$ cat src/rtl/game2048_pkg.sv
// Shared types for the 2048 move engine: FSM states, move directions,
// spawn LFSR taps and the line-to-cell mapping used by both the engine and its users.
package game2048_pkg;

    typedef enum logic [2:0] {
        ST_IDLE,
        ST_LINE,
        ST_SPAWN,
        ST_CHECK,
        ST_INIT
    } state_e;

    typedef enum logic [1:0] {
        DIR_UP    = 2'd0,
        DIR_DOWN  = 2'd1,
        DIR_LEFT  = 2'd2,
        DIR_RIGHT = 2'd3
    } dir_e;

    // Fibonacci taps 16,14,13,11 expressed as a mask over bits [15:0]
    localparam logic [15:0] LFSR_TAPS = 16'hB400;

    // Cell index (4*y+x) of position k along a line, where k = 0 is the destination wall
    function automatic logic [3:0] cell_idx(input dir_e dir, input logic [1:0] line,
                                            input logic [1:0] k);
        case (dir)
            DIR_UP:   return {k, line};
            DIR_DOWN: return {~k, line};
            DIR_LEFT: return {line, k};
            default:  return {line, ~k};
        endcase
    endfunction

endpackage

$ cat src/rtl/line_merge_2048.sv
// One 2048 line: compact toward the wall (cell 0), then merge equal pairs starting
// at the wall, each tile merging at most once. Purely combinational.
module line_merge_2048 (
    input  logic [15:0] line_i,
    output logic [15:0] line_o,
    output logic        changed_o,
    output logic [23:0] score_inc_o
);

    logic [3:0] packed_c [5];

    function automatic logic [3:0] sat_inc(input logic [3:0] e);
        return (e == 4'd15) ? 4'd15 : e + 4'd1;
    endfunction

    always_comb begin
        logic [2:0] n;
        logic [2:0] o;
        logic       skip;
        for (int i = 0; i < 5; i++) packed_c[i] = '0;
        line_o      = '0;
        score_inc_o = '0;
        n           = '0;
        o           = '0;
        skip        = 1'b0;
        for (int i = 0; i < 4; i++) begin
            if (line_i[4*i +: 4] != 4'd0) begin
                packed_c[n] = line_i[4*i +: 4];
                n           = n + 3'd1;
            end
        end
        // packed_c[4] is always zero, so the last cell never finds a partner
        for (int i = 0; i < 4; i++) begin
            if (skip) begin
                skip = 1'b0;
            end else if (packed_c[i] != 4'd0) begin
                if (packed_c[i] == packed_c[i+1]) begin
                    line_o[{o[1:0], 2'b00} +: 4] = sat_inc(packed_c[i]);
                    score_inc_o = score_inc_o + (24'd1 << ({1'b0, packed_c[i]} + 5'd1));
                    skip = 1'b1;
                end else begin
                    line_o[{o[1:0], 2'b00} +: 4] = packed_c[i];
                end
                o = o + 3'd1;
            end
        end
        changed_o = (line_o != line_i);
    end

endmodule

$ cat src/rtl/move_engine_2048.sv
// 2048 game engine: edge-detected buttons drive a move FSM that slides one line per
// cycle, spawns a tile from an LFSR-chosen empty cell, then re-evaluates win/game-over.
module move_engine_2048 #(
    parameter logic [15:0] SEED    = 16'hACE1,
    parameter int          WIN_EXP = 11
) (
    input  logic        clk,
    input  logic        rst_n,
    input  logic        btn_up,
    input  logic        btn_down,
    input  logic        btn_left,
    input  logic        btn_right,
    input  logic        btn_start,
    input  logic        load_en,
    input  logic [63:0] load_grid,
    output logic [63:0] grid_flat,
    output logic [23:0] score,
    output logic        busy,
    output logic        won,
    output logic        game_over
);

    import game2048_pkg::*;

    state_e      state_q;
    dir_e        dir_q;
    logic [1:0]  line_q;
    logic        moved_q;
    logic        spawn_first_q;
    logic        spawns_left_q;
    logic [3:0]  scan_idx_q;
    logic [3:0]  scan_cnt_q;
    logic        boot_q;
    logic [4:0]  prev_q;
    logic [15:0] lfsr_q;
    logic [63:0] grid_q;
    logic [23:0] score_q;
    logic        won_q;
    logic        game_over_q;
    logic        busy_q;

    logic [4:0]  btn_now;
    logic [4:0]  press;
    logic [15:0] line_in;
    logic [15:0] line_out;
    logic        line_changed;
    logic [23:0] line_score;
    logic [3:0]  scan_cell;
    logic        any_win;
    logic        any_empty;
    logic        any_pair;

    function automatic logic [23:0] sat_add(input logic [23:0] a, input logic [23:0] b);
        logic [24:0] s;
        s = {1'b0, a} + {1'b0, b};
        return s[24] ? 24'hFFFFFF : s[23:0];
    endfunction

    assign btn_now   = {btn_start, btn_right, btn_left, btn_down, btn_up};
    assign press     = btn_now & ~prev_q;
    assign scan_cell = grid_q[{scan_idx_q, 2'b00} +: 4];

    always_comb begin
        line_in = '0;
        for (int k = 0; k < 4; k++)
            line_in[4*k +: 4] = grid_q[{cell_idx(dir_q, line_q, 2'(k)), 2'b00} +: 4];
    end

    line_merge_2048 u_line (
        .line_i      (line_in),
        .line_o      (line_out),
        .changed_o   (line_changed),
        .score_inc_o (line_score)
    );

    always_comb begin
        any_win   = 1'b0;
        any_empty = 1'b0;
        any_pair  = 1'b0;
        for (int i = 0; i < 16; i++) begin
            if (int'(grid_q[4*i +: 4]) >= WIN_EXP) any_win = 1'b1;
            if (grid_q[4*i +: 4] == 4'd0) any_empty = 1'b1;
        end
        for (int y = 0; y < 4; y++)
            for (int x = 0; x < 3; x++)
                if (grid_q[16*y + 4*x +: 4] == grid_q[16*y + 4*x + 4 +: 4]) any_pair = 1'b1;
        for (int y = 0; y < 3; y++)
            for (int x = 0; x < 4; x++)
                if (grid_q[16*y + 4*x +: 4] == grid_q[16*y + 4*x + 16 +: 4]) any_pair = 1'b1;
    end

    always_ff @(posedge clk or negedge rst_n) begin
        if (!rst_n) lfsr_q <= SEED;
        else        lfsr_q <= {lfsr_q[14:0], ^(lfsr_q & LFSR_TAPS)};
    end

    always_ff @(posedge clk or negedge rst_n) begin
        if (!rst_n) begin
            state_q       <= ST_IDLE;
            dir_q         <= DIR_UP;
            line_q        <= '0;
            moved_q       <= 1'b0;
            spawn_first_q <= 1'b0;
            spawns_left_q <= 1'b0;
            scan_idx_q    <= '0;
            scan_cnt_q    <= '0;
            boot_q        <= 1'b1;
            prev_q        <= '1;
            grid_q        <= '0;
            score_q       <= '0;
            won_q         <= 1'b0;
            game_over_q   <= 1'b0;
            busy_q        <= 1'b0;
        end else begin
            prev_q <= btn_now;
            boot_q <= 1'b0;
            if (press[4]) begin
                grid_q      <= '0;
                score_q     <= '0;
                won_q       <= 1'b0;
                game_over_q <= 1'b0;
                state_q     <= ST_INIT;
                busy_q      <= 1'b1;
            end else begin
                case (state_q)
                    ST_IDLE: begin
                        if (boot_q) begin
                            state_q <= ST_INIT;
                            busy_q  <= 1'b1;
                        end else if (load_en) begin
                            grid_q  <= load_grid;
                            state_q <= ST_CHECK;
                            busy_q  <= 1'b1;
                        end else if (!game_over_q && (press[3:0] != 4'd0)) begin
                            if (press[0])      dir_q <= DIR_UP;
                            else if (press[1]) dir_q <= DIR_DOWN;
                            else if (press[2]) dir_q <= DIR_LEFT;
                            else               dir_q <= DIR_RIGHT;
                            line_q  <= '0;
                            moved_q <= 1'b0;
                            state_q <= ST_LINE;
                            busy_q  <= 1'b1;
                        end
                    end
                    ST_LINE: begin
                        for (int k = 0; k < 4; k++)
                            grid_q[{cell_idx(dir_q, line_q, 2'(k)), 2'b00} +: 4] <= line_out[4*k +: 4];
                        score_q <= sat_add(score_q, line_score);
                        moved_q <= moved_q | line_changed;
                        line_q  <= line_q + 2'd1;
                        if (line_q == 2'd3) begin
                            if (moved_q || line_changed) begin
                                state_q       <= ST_SPAWN;
                                spawn_first_q <= 1'b1;
                                spawns_left_q <= 1'b0;
                            end else begin
                                state_q <= ST_CHECK;
                            end
                        end
                    end
                    ST_SPAWN: begin
                        if (spawn_first_q) begin
                            scan_idx_q    <= lfsr_q[3:0];
                            scan_cnt_q    <= '0;
                            spawn_first_q <= 1'b0;
                        end else if (scan_cell == 4'd0 || scan_cnt_q == 4'd15) begin
                            if (scan_cell == 4'd0)
                                grid_q[{scan_idx_q, 2'b00} +: 4] <= (lfsr_q[7:4] == 4'd0) ? 4'd2 : 4'd1;
                            if (spawns_left_q) begin
                                spawns_left_q <= 1'b0;
                                spawn_first_q <= 1'b1;
                            end else begin
                                state_q <= ST_CHECK;
                            end
                        end else begin
                            scan_idx_q <= scan_idx_q + 4'd1;
                            scan_cnt_q <= scan_cnt_q + 4'd1;
                        end
                    end
                    ST_INIT: begin
                        state_q       <= ST_SPAWN;
                        spawn_first_q <= 1'b1;
                        spawns_left_q <= 1'b1;
                    end
                    ST_CHECK: begin
                        won_q       <= won_q | any_win;
                        game_over_q <= !any_empty && !any_pair;
                        state_q     <= ST_IDLE;
                        busy_q      <= 1'b0;
                    end
                    default: begin
                        state_q <= ST_IDLE;
                        busy_q  <= 1'b0;
                    end
                endcase
            end
        end
    end

    assign grid_flat = grid_q;
    assign score     = score_q;
    assign busy      = busy_q;
    assign won       = won_q;
    assign game_over = game_over_q;

endmodule

$ cat config.mk
export PLATFORM = sky130hd
export DESIGN_NAME = move_engine_2048
export DESIGN_NICKNAME = d
export VERILOG_FILES = /design/src/rtl/game2048_pkg.sv /design/src/rtl/line_merge_2048.sv /design/src/rtl/move_engine_2048.sv
export SDC_FILE = /design/constraint.sdc
export NUM_CORES = 1
export LEC_CHECK = 0
export CAP_MARGIN = 10
export CORE_MARGIN = 2
export CORE_UTILIZATION = 35
export CTS_BUF_LIST = sky130_fd_sc_hd__clkbuf_16
export DETAILED_ROUTE_END_ITERATION = 6
export PLACE_DENSITY = 0.57
export REMOVE_ABC_BUFFERS = 1
export SYNTH_ARGS = -nofsm -noshare
export SYNTH_HDL_FRONTEND = slang
export SYNTH_HIERARCHICAL = 1
export SYNTH_SLANG_ARGS = --single-unit
$ cat constraint.sdc
create_clock -name clk -period 15.8 [get_ports clk]
set_clock_uncertainty 0.1 [all_clocks]
set_input_delay 2.37 -clock clk [delete_from_list [all_inputs] [get_ports clk]]
set_output_delay 2.37 -clock clk [all_outputs]
set_load 0.005 [all_outputs]
run_1/m1.png
The bar under the picture is 100 um long. Supply wires on this layer in gray.
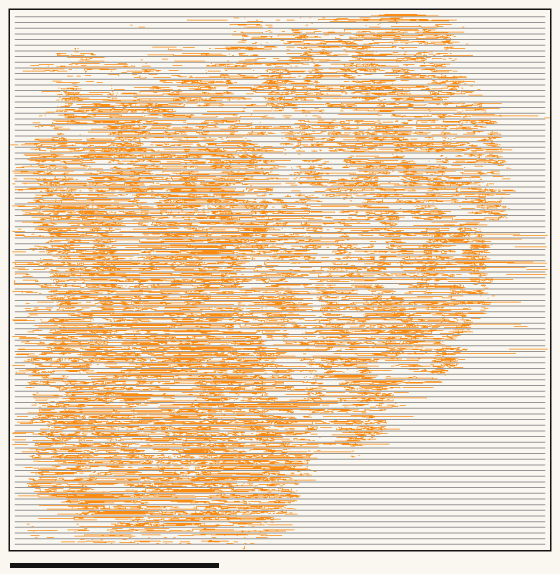
- main direction: horizontal
- nets with wire on the layer: 3148
- longest straight run: 102 um
- share of all routed wire: 40%
- wire length on this layer: 43.1 mm

run_1/m2.png
The bar under the picture is 100 um long.
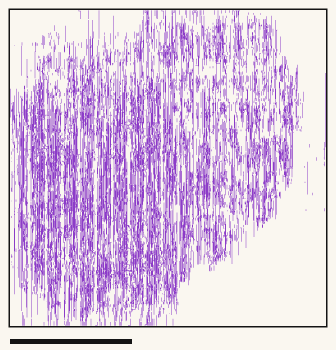
- nets with wire on the layer: 2637
- longest straight run: 125 um
- wire length on this layer: 45.7 mm
- main direction: vertical
- share of all routed wire: 43%

run_1/m3.png
Cells faint in the background.
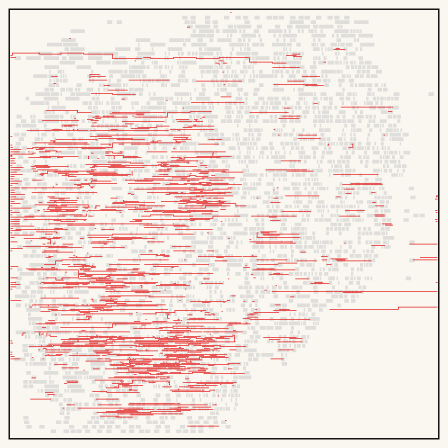
- main direction: horizontal
- share of all routed wire: 9.2%

==> notes.md, run 1 <==
run results: status completed, # fillers ~6.7k, Comb/total area 0.707, Final period util 0.936, Async SR Flop Fraction 1.00, Commonest Layout Cell nand2_1, Reg clk slew, reported paths about 0.070 ns, WP buf/inv 5, number of CTS-inserted buffers 17, Tool Warnings about 64, Adder Area Share 0.0858, Max-slew headroom 0.111, Area Overhead vs Synth 12.9%, Pins Over Slew Limit 0, slowest CP cell fa_1, final net count ~3.4k, synthesized cell area approximately 23000 um2, Seq/total area 0.128, CTS Sinks roughly 130, GRT met2 Usage 0.472, DR vias/cell about 6.3, Critical Path Start dir_q[1]$_DFFE_PN0P_, Mapped Cells slightly above 3k, reg2reg end score[1]$_DFFE_PN0P_, CP delay by family, top AND-OR/OR-AND gates, Setup Slack @ Placement 0.852 ns, post-synth top area cell dfrtp_1, vias in the first global route 24.0k, Finished Core Util 0.399, Dominant Register Cell dfrtp_1, fp util 0.354, M1 WL around 43 mm
==> run 2, diff against run 1 <==
--- a/config.mk
+++ b/config.mk
@@ -6,7 +6,6 @@
 export NUM_CORES = 1
 export LEC_CHECK = 0
 export CAP_MARGIN = 10
-export CORE_MARGIN = 2
 export CORE_UTILIZATION = 35
 export CTS_BUF_LIST = sky130_fd_sc_hd__clkbuf_16
 export DETAILED_ROUTE_END_ITERATION = 6
run_2/m4.png
The bar under the picture is 100 um long. Supply wires on this layer in gray.
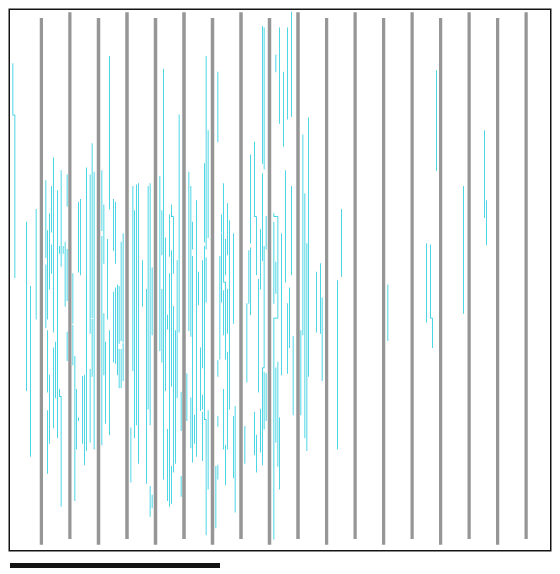
- longest straight run: 195 um
- wire length on this layer: 8480 um
- main direction: vertical

run_2/m3.png
Cells faint in the background.
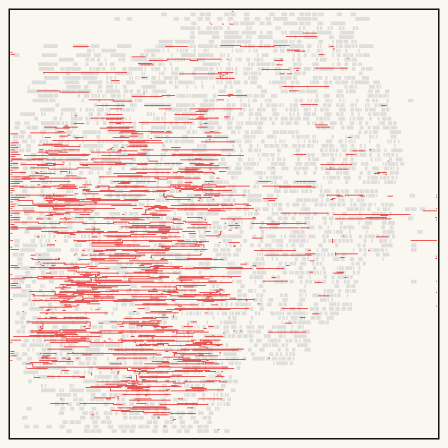
- longest straight run: 117 um
- share of all routed wire: 9.6%
- wire length on this layer: 10200 um

run_2/m1.png
The bar under the picture is 100 um long. Supply wires on this layer in gray.
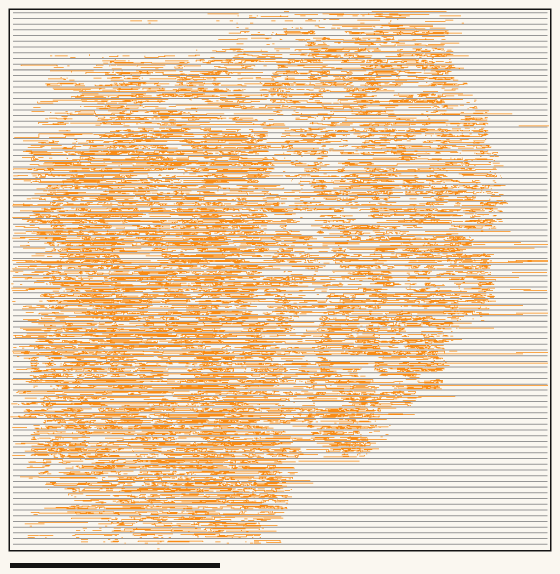
Vias: 25.4k
met1 usage: 0.400
Detailed Route WL: 107 mm

==> notes.md, run 2 <==
run results: status finished with violations, failing checks design-rule violations, Setup Slack @ Placement 0.865 ns (+0.0134 ns), slowest CP cell dfrtp_2, DR vias/cell 6.34 (about the same), Reg clk slew, reported paths 0.07 ns (about the same), Dominant Register Cell dfrtp_1, synthesized cell area 22800 um2 (unchanged), Mapped Cells 3088 (unchanged), reg2reg end score[1]$_DFFE_PN0P_, Commonest Layout Cell nand2_1, Adder Area Share 0.0858 (unchanged), Pins Over Slew Limit 0 (unchanged), Async SR Flop Fraction 1.00 (unchanged), DRC viols 16, Seq/total area 0.128 (about the same), Area Overhead vs Synth 12.9% (about the same), WP buf/inv 4 (-1), number of CTS-inserted buffers 17 (unchanged), Max-slew headroom 0.181 (+0.0698), vias in the first global route 23.9k (-0.42%), M1 WL 42.7 mm (-0.95%), # fillers 6731 (+0.61%), CP delay by family, top AND-OR/OR-AND gates
